==> config.mk <==
export PLATFORM = sky130hd
export DESIGN_NAME = fp_mul_pipe
export DESIGN_NICKNAME = d
export VERILOG_FILES = /design/src/rtl/fp_mul_pkg.sv /design/src/rtl/fp_mul_round.sv /design/src/rtl/fp_mul_pipe.sv
export SDC_FILE = /design/constraint.sdc
export NUM_CORES = 1
export LEC_CHECK = 0
export CAP_MARGIN = 20
export CORE_ASPECT_RATIO = 1.5
export CORE_MARGIN = 1
export CORE_UTILIZATION = 62
export CTS_BUF_LIST = sky130_fd_sc_hd__clkbuf_4 sky130_fd_sc_hd__clkbuf_8
export CTS_CLUSTER_SIZE = 40
export DETAILED_ROUTE_END_ITERATION = 12
export PLACE_DENSITY = 0.95
export SLEW_MARGIN = 15
export SYNTH_ARGS = -nofsm -noshare
export SYNTH_HDL_FRONTEND = slang
export SYNTH_SLANG_ARGS = --single-unit
==> constraint.sdc <==
create_clock -name clk -period 9.55 [get_ports clk]
set_input_delay 1.91 -clock clk [delete_from_list [all_inputs] [get_ports clk]]
set_output_delay 1.91 -clock clk [all_outputs]
set_load 0.03 [all_outputs]
Fig. 1: run 1, cell placement
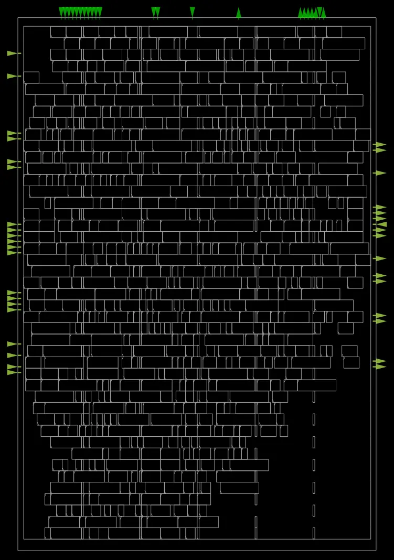
well tap count: 117
number of non-filler instances in the completed layout: 829
total number of sequential cells: 82
utilization of the core after routing: 72.22%

Fig. 2: run 1, register map, names as in the netlist
(3 px per um) Other sequential cells in the stronger grey, the rest of the logic in the fainter grey.
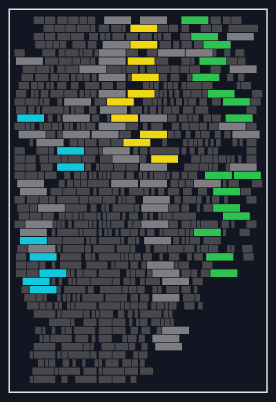
[`result`] green | sequential cells: 16
[`s1_sa`] cyan | sequential cells: 8
[`s2_exp`] yellow | sequential cells: 10 | where: top centre
not coloured: 48
sequential cell area share: 28.03%
P_seq: 0.592 mW
register area: 2052 um^2

Fig. 3: run 1, cell classes on the final placement
(4 px per um)
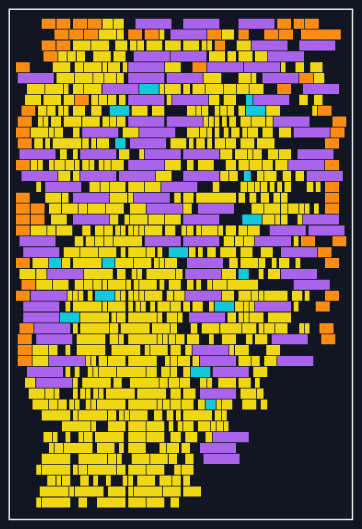
[registers] purple | cells: 82
[remaining buffers and delay cells] orange | cells: 60
[clock drivers and dummy loads] cyan | cells: 16
[remaining logic cells] yellow | cells: 554
core area: 10130 um^2
post-route cell area: 7320 um^2
floorplan row count: 45

==> metrics.log, run 1 <==
[report] extracting results
INFO  metric outcome = complete, no violations
INFO  metric top_area_share = 31.68%
INFO  metric post_synth.cell_area_avg = between 9 and 10 um^2
INFO  metric cp_data_arrival_time = 3.28 ns
INFO  metric die.size.x = between 80 and 90 um
INFO  metric final_nets = ~840
INFO  metric layout.clock_buffers = 10
INFO  metric clock_skews = 0.01270 ns
INFO  metric power.clock.fraction = 9.5%
INFO  metric crit_family = buffers and inverters
INFO  metric clock_cell_area_share = roughly 2.4%
INFO  metric period_used_share = between 50 and 60%
INFO  metric final_cell_mix = sky130_fd_sc_hd__nand2_1 (85), sky130_fd_sc_hd__dfrtp_1 (82), sky130_fd_sc_hd__inv_1 (65)
INFO  metric ff2ff_setup_slack = 4.37 ns
INFO  metric maxCapViolations = 0
INFO  metric number_of_inserted_filler_cells_in_the_final_layout = 701
INFO  metric post-place-cells = 812
INFO  metric placement.setup.worst_slack = 4.369 ns
INFO  metric via_count_of_the_first_global_routing_pass = 5369
INFO  metric global_route.usage.total = between 20% and 30%
INFO  metric power.net_switching = between 1 and 1.5 mW
INFO  metric worst_skew_pair_later_pin_latency = roughly 0.36 ns
INFO  metric tritoncts_clock_tree = yes
INFO  metric synthesis.area = 6477 um^2
INFO  metric nonClockInverterCount = 65
INFO  metric detailroute.wirelength.met2 = 7851 um
INFO  metric yosys_register_bits = 82
INFO  metric xor_xnor_portion_of_the_synthesized_cell_area = 3.380%
INFO  metric share_of_synthesized_cell_area_in_full_adder_half_adder_and_majority_cells = ~22%
INFO  metric cp_common_cell = sky130_fd_sc_hd__clkdlybuf4s50_1
INFO  metric postCtsSetupRepairBufs = 0
INFO  metric clk_pin_slew = 0.08 ns
INFO  metric critical_path.slowest_cell = sky130_fd_sc_hd__clkdlybuf4s50_1
INFO  metric detail_route.vias_per_cell = a little over 6
INFO  metric placement.cell_area = 7118 um^2
INFO  metric clock_sink_count = a little over 80
INFO  metric ios = 58
INFO  metric power_per_cell_area = 329.0 nW/um^2
INFO  metric global_route.usage.met2 = 52.56%
INFO  metric drt_pre_antenna_iters = 5
INFO  metric wl_per_cell = 17.44 um
INFO  metric timing.slew.headroom = 35.48%
INFO  metric worstPathRequired = 7.64 ns
INFO  metric critical_path.startpoint_type = primary input
INFO  metric p_comb = roughly 1.6 mW
INFO  metric synth-seq-area-share = 31.68%
Fig. 4: run 1, cells by drive strength
(3 px per um)
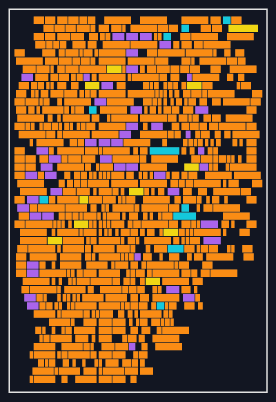

## Run 2: what changed since run 1
CORE_UTILIZATION = 61   (was 62)
PLACE_DENSITY = 0.94   (was 0.95)
clock period = 5.1 ns   (was 9.55 ns; I/O delays follow)
Fig. 5: run 2, cells by drive strength
(3 px per um)
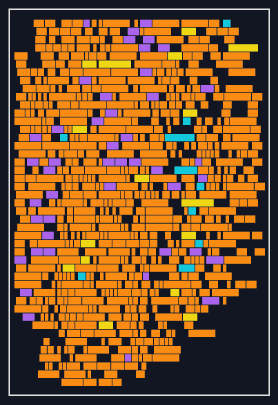
[x6 and larger] yellow | cells: 16 | most used: clkbuf_8
[x1 and smaller] orange | cells: 644 | most used: nand2_1
[x3 and x4] cyan | cells: 10 | most used: buf_4
[x2] purple | cells: 45 | most used: mux2_2
final worst-path setup slack: 0.5100 ns
P&R area growth vs syn: 14.74%
post-route cell area: 7432 um^2
count of non-CTS buffers in the layout: 63

==> metrics.log, run 2 <==
[report] extracting results
INFO  metric placement.cell_area = 7171 um^2 (+0.74%)
INFO  metric core = 10250 um^2 (+1.1%)
INFO  metric p_comb = 2.89 mW (+82%)
INFO  metric maxCapViolations = 0 (unchanged)
INFO  metric sequential_cell_area_share = 27.61% (-0.42 points)
INFO  metric worstPathRequired = 5.35 ns (-2.29 ns)
INFO  metric rsz0062_at_grt = false
INFO  metric post_synth.cell_area_avg = 9.874 um^2 (unchanged)
INFO  metric die.size.x = 86.14 um (+0.80%)
INFO  metric power.net_switching = 2.078 mW (+84%)
INFO  metric postCtsResizedCells = 0
INFO  metric tapCellCount = 141 (+21%)
INFO  metric ff2ff_setup_slack = 0.51 ns (-3.86 ns)
INFO  metric period_used_share = 90.00%
INFO  metric power_per_cell_area = 612.8 nW/um^2 (+86%)
INFO  metric grt_start_max_net_pins = 83
INFO  metric stdcell_count = 856 (+3.3%)
INFO  metric share_of_synthesized_cell_area_in_full_adder_half_adder_and_majority_cells = 22.06% (unchanged)
INFO  metric sw_frac_of_total = 45.64%
INFO  metric xor_xnor_portion_of_the_synthesized_cell_area = 3.380% (unchanged)
INFO  metric edf_count = 0
INFO  metric fin_util = 72.53% (+0.31 points)
INFO  metric top_area_share = 31.68% (unchanged)
INFO  metric ff_latch_area = 2052 um^2 (unchanged)
INFO  metric placement.setup.worst_slack = 0.5728 ns (-3.796 ns)
INFO  metric via_count_of_the_first_global_routing_pass = 5309 (-1.1%)
INFO  metric total_number_of_sequential_cells = 82 (unchanged)
INFO  metric synth.logic.top_family = adder cells
INFO  metric worst_skew_pair_later_pin_latency = 0.38 ns (+0.02 ns)
INFO  metric detail_route.vias_per_cell = 5.889 (-5.3%)
INFO  metric power.clock.fraction = 12.4% (+2.9 points)
INFO  metric layout.clock_buffers = 10 (unchanged)
INFO  metric gp_congestion = around 0.92
INFO  metric final_nets = 838 (+0.36%)
INFO  metric global_route.overflow_total = 0
INFO  metric number_of_inserted_filler_cells_in_the_final_layout = 711 (+1.4%)
INFO  metric synth.net_count = 784
INFO  metric timing.slew.headroom = 33.59% (-1.9 points)
INFO  metric clock_skews = 0.01208 ns (-0.0006259 ns)
INFO  metric wl_per_cell = 16.74 um (-4.0%)
INFO  metric tritoncts_clock_tree = yes
INFO  metric cp_data_arrival_time = 4.84 ns (+1.56 ns)
INFO  metric cts_inserted_buffers = 9
INFO  metric cts-root-to-sink-buffers = 2
INFO  metric synthesis.area = 6477 um^2 (unchanged)
INFO  metric clock_sink_count = 82 (unchanged)
INFO  metric nonClockInverterCount = 65 (unchanged)
INFO  metric hold_class = reg -> reg
INFO  metric clk_pin_slew = 0.09 ns (about the same)
INFO  metric global_route.usage.met2 = 53.55% (+0.98 points)
INFO  metric worst-path-buf-inv = 3
INFO  metric crit_family = adder cells
INFO  metric post-place-cells = 839 (+3.3%)
INFO  metric global_route.usage.total = 28.58% (+0.25 points)
INFO  metric p_int = approximately 2.5 mW
INFO  metric critical_path.startpoint_type = register
INFO  metric seq-power = 1.10 mW (+86%)
INFO  metric postSynth.asyncResetShare = 100.0%
INFO  metric final_cell_mix = sky130_fd_sc_hd__nand2_1 (85), sky130_fd_sc_hd__dfrtp_1 (82), sky130_fd_sc_hd__inv_1 (65)
INFO  metric critical_path.slowest_cell = sky130_fd_sc_hd__fa_1
INFO  metric outcome = complete, no violations
INFO  metric largest_class = logic gates
INFO  metric postCtsSetupRepairBufs = 0 (unchanged)
INFO  metric cp_common_cell = sky130_fd_sc_hd__fa_1
INFO  metric ios = 58 (unchanged)
INFO  metric synth-seq-area-share = 31.68% (unchanged)
INFO  metric detailroute.wirelength.met2 = 7882 um (+0.39%)
INFO  metric yosys_register_bits = 82 (unchanged)
INFO  metric antenna_left = 0
INFO  metric num_rows = 45 (unchanged)
INFO  metric clock_cell_area_share = 3.148% (+0.77 points)
INFO  metric drt_pre_antenna_iters = 4 (-1)
Power and IR drop assume default switching activity.
